$ cat src/rtl/serial_frame_tx.sv
// serial_frame_tx: parallel-to-serial framing transmitter.
// Each accepted word goes out on s_out as one frame: start bit (0), WIDTH
// data bits, an optional even-parity bit, then a stop bit (1). Every bit is
// held for CLKS_PER_BIT clocks. The line idles high. All line outputs are
// registered so s_out never glitches.

module serial_frame_tx #(
    parameter int WIDTH        = 8,
    parameter int CLKS_PER_BIT = 4,
    parameter int MSB_FIRST    = 0,
    parameter int PARITY_EN    = 0
) (
    input  logic             clk,
    input  logic             rst,
    input  logic [WIDTH-1:0] in_data,
    input  logic             in_valid,
    output logic             in_ready,
    output logic             s_out,
    output logic             s_valid,
    output logic             busy,
    output logic             done
);

    // Counter widths stay at least one bit so CLKS_PER_BIT=1 and WIDTH=1 work
    localparam int BCW = (CLKS_PER_BIT > 1) ? $clog2(CLKS_PER_BIT) : 1;
    localparam int ICW = (WIDTH > 1) ? $clog2(WIDTH) : 1;
    localparam logic [BCW-1:0] BIT_LAST = BCW'(CLKS_PER_BIT - 1);
    localparam logic [ICW-1:0] IDX_LAST = ICW'(WIDTH - 1);

    typedef enum logic [2:0] {
        IDLE,
        START,
        DATA,
        PARITY,
        STOP
    } state_t;

    state_t           state;
    logic [WIDTH-1:0] shreg;
    logic             par;
    logic [BCW-1:0]   bit_cnt;
    logic [ICW-1:0]   idx_cnt;
    logic             bit_end;
    logic             next_bit;
    logic [WIDTH-1:0] shreg_shifted;

    assign in_ready = (state == IDLE) & ~rst;
    assign bit_end  = (bit_cnt == BIT_LAST);

    // Pick the bit to present next and the register after it has been consumed
    always_comb begin
        next_bit      = shreg[0];
        shreg_shifted = shreg >> 1;
        if (MSB_FIRST != 0) begin
            next_bit      = shreg[WIDTH-1];
            shreg_shifted = shreg << 1;
        end
    end

    // Frame sequencer: accept a word, then step through START/DATA/PARITY/STOP
    always_ff @(posedge clk or posedge rst) begin
        if (rst) begin
            state   <= IDLE;
            shreg   <= '0;
            par     <= 1'b0;
            bit_cnt <= '0;
            idx_cnt <= '0;
            s_out   <= 1'b1;
            s_valid <= 1'b0;
            busy    <= 1'b0;
            done    <= 1'b0;
        end else begin
            done <= 1'b0;
            if (state == IDLE) begin
                bit_cnt <= '0;
                idx_cnt <= '0;
                if (in_valid && in_ready) begin
                    shreg   <= in_data;
                    par     <= (PARITY_EN != 0) ? ^in_data : 1'b0;
                    state   <= START;
                    s_out   <= 1'b0;
                    s_valid <= 1'b1;
                    busy    <= 1'b1;
                end
            end else if (!bit_end) begin
                bit_cnt <= bit_cnt + 1'b1;
            end else begin
                bit_cnt <= '0;
                unique case (state)
                    START: begin
                        state   <= DATA;
                        idx_cnt <= '0;
                        s_out   <= next_bit;
                        shreg   <= shreg_shifted;
                    end
                    DATA: begin
                        if (idx_cnt != IDX_LAST) begin
                            idx_cnt <= idx_cnt + 1'b1;
                            s_out   <= next_bit;
                            shreg   <= shreg_shifted;
                        end else if (PARITY_EN != 0) begin
                            state <= PARITY;
                            s_out <= par;
                        end else begin
                            state <= STOP;
                            s_out <= 1'b1;
                        end
                    end
                    PARITY: begin
                        state <= STOP;
                        s_out <= 1'b1;
                    end
                    STOP: begin
                        state   <= IDLE;
                        s_out   <= 1'b1;
                        s_valid <= 1'b0;
                        busy    <= 1'b0;
                        done    <= 1'b1;
                    end
                    default: begin
                        state   <= IDLE;
                        s_out   <= 1'b1;
                        s_valid <= 1'b0;
                        busy    <= 1'b0;
                    end
                endcase
            end
        end
    end

endmodule
$ cat config.mk
export PLATFORM = sky130hd
export DESIGN_NAME = serial_frame_tx
export DESIGN_NICKNAME = d
export VERILOG_FILES = /design/src/rtl/serial_frame_tx.sv
export SDC_FILE = /design/constraint.sdc
export NUM_CORES = 1
export LEC_CHECK = 0
export ABC_CLOCK_PERIOD_IN_PS = 2200
export CAP_MARGIN = 5
export CORE_MARGIN = 2
export CORE_UTILIZATION = 45
export CTS_BUF_LIST = sky130_fd_sc_hd__clkbuf_4 sky130_fd_sc_hd__clkbuf_8
export DETAILED_ROUTE_END_ITERATION = 6
export GPL_TIMING_DRIVEN = 0
export PLACE_DENSITY = 0.69
export REMOVE_ABC_BUFFERS = 1
export SLEW_MARGIN = 0
export SYNTH_ARGS = -nofsm -noshare
export SYNTH_HDL_FRONTEND = slang
export SYNTH_SLANG_ARGS = --single-unit
export TNS_END_PERCENT = 1
$ cat constraint.sdc
create_clock -name clk -period 2.2 [get_ports clk]
set_clock_uncertainty 0.15 [all_clocks]
set_input_delay 0.44 -clock clk [delete_from_list [all_inputs] [get_ports clk]]
set_output_delay 0.44 -clock clk [all_outputs]
set_load 0.01 [all_outputs]
### Floorplan with the power grid

Drawn at 10 px/um. Pins as bars on the die edge. Tap cells in grey.
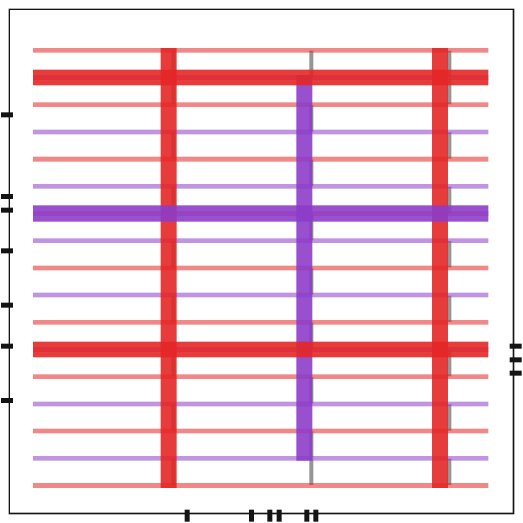
legend:
  purple:
    net: VDD
  red:
    net: VSS
rows: 16
met1 rails: 17
met5 straps: 3

### Cell classes on the final placement

Drawn at 10 px/um. Fill, decap, tap and diode cells in grey.
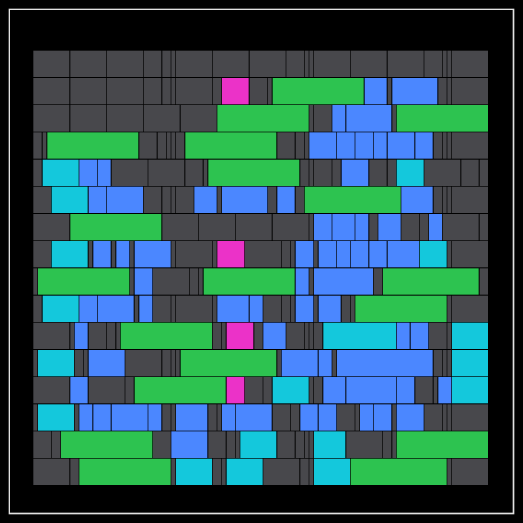
legend:
  green:
    class: registers
    cells: 19
  cyan:
    class: remaining buffers and delay cells
    cells: 18
  blue:
    class: remaining logic cells
    cells: 69
  magenta:
    class: clock drivers and dummy loads
    cells: 4
Final Cell Area: 0.001186 mm2
Placeable Area: 0.001982 mm2
sequential share of cell area: 0.4051
Core Util, Final: 0.5985

### Routed clock nets over the placement

Drawn at 8 px/um.
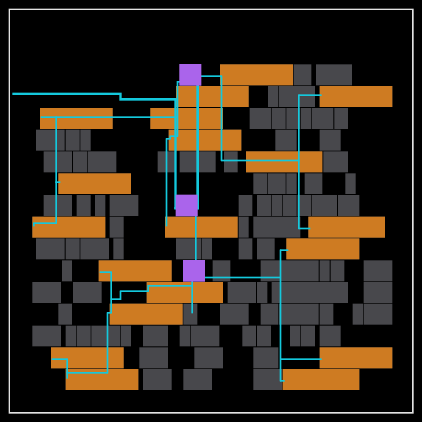
legend:
  cyan:
    item: clock wires
    length: 234 um
  purple:
    item: clock-net drivers
    count: 3
  orange:
    item: flip-flops
    count: 19
routed clock nets: 4
flops lie: widely spread

==> results_dict.tcl <==
# yosys + openroad results
set metrics [dict create \
    wire_per_inst_um 11.33 \
    max_freq_ghz 0.5124 \
    dp_hpwl_um 1055 \
    path_buffers 1 \
    drive_gt1_frac 0.1545 \
    tool_warnings 25 \
    htreeDepth 1 \
    ff_type "dfrtp_1" \
    first_pass_iters 4 \
    dp_cells 130 \
    final_cell_mix "dfrtp_1 (15), clkdlybuf4s50_1 (14), o21ai_0 (10), nor2_1 (9)" \
    avgSynthCellArea_um2 10.14 \
    status "completed" \
    yosys_cells 95 \
    dr_wl_met2_um 754 \
    final_cells 137 \
    rsz0062_at_grt "false" \
    cp_cell_sequence "clkdlybuf4s50_1" \
    cts.sinks 19 \
    fillers 173 \
    cap_violations 0 \
    crit_arrival_ns 1.36 \
    grt_usage 0.1434 \
    r2r_cells 7 \
    root_buffer "clkbuf_4" \
    met2_usage 0.2237 \
    hold_start "bit_cnt[0]" \
    relSlewSlack 0.5029 \
    setup_viol 0 \
    antenna_found_initial 0 \
    clk_pin_slew_worst_paths_ns 0.11 \
    drv_slew 0 \
    grt_pass1_wl_um 2732 \
    highest_layer "met4" \
    yosys.area.top_type_share 0.4675 \
    tns_ns 0 \
    remaining_drc_errors 0 \
    synthTopCellsByCount "dfrtp_1 (18), o21ai_0 (10), nor2_1 (9), a21oi_1 (7), mux2i_1 (7)" \
    syn_area_um2 963.4 \
    synth_warnings 0 \
    fin_crit_ns 1.952 \
    ios 16 \
    fp_util 0.4861 \
    dr_wl_met3_um 53 \
]
where the power goes:
| part | switching [mW] | total [mW] | internal, mW |
|---|---|---|---|
| Combinational | 0.333 | 0.645 | 0.312 |
| Clock | 0.106 | 0.174 | 0.0676 |
| Sequential | 0.0890 | 0.571 | 0.482 |
per-stage QoR:
stage	instance area, um2	setup slack, ns	hold slack (ns)	utilization	total power, mW
after global routing	1186	0.1395	0.3176	0.5985	1.521
after detailed placement	1112	-0.2943	0.2837	0.5612	1.165
final	1186	0.2483	0.2971	0.5985	1.390
after global placement	1107	-0.4295	0.2752	0.5587	1.148
after floorplan	923.4	-0.01051	0.2486	-	1.017
after CTS	1160	0.02955	0.3007	0.5852	1.369
worst max-delay path by stage:
| stage | end | slack, ns | cells after the start |
|---|---|---|---|
| 6_report | s_out | 0.25 | 1 |
| 2_1_floorplan | s_out | -0.01 | 3 |
| 3_5_place_dp | shreg[7] | -0.29 | 5 |
| 4_1_cts | shreg[7] | 0.03 | 5 |
| 3_3_place_gp | s_out | -0.43 | 3 |
| 5_1_grt | shreg[7] | 0.14 | 6 |
state kept, by name, summed over array words and instances (netlist names):
name / cells
shreg: 8
done: 1
s_out: 1
idx_cnt: 3
bit_cnt: 2
busy: 1
state: 3
cell type report:
class,count,area (um2),area share
Timing Repair Buffer,18,183.9,0.1551
Multi-Input combinational cell,64,441.7,0.3724
Clock buffer,3,22.52,0.01899
Tap cell,27,33.78,0.02848
Inverter,5,18.77,0.01582
Clock inverter,1,5.005,0.004219
Sequential cell,19,480.5,0.4051
cells by family after synthesis:
group / after synthesis / synth area share
adders and majority gates: 3 / 0.03897
buffers and inverters: 12 / 0.06104
DFF: 19 / 0.4948
AOI/OAI and AO/OA: 26 / 0.1844
muxes: 7 / 0.07273
and+or+nand+nor: 28 / 0.1480
No activity file was given, so power comes from the tool's default toggle rates.
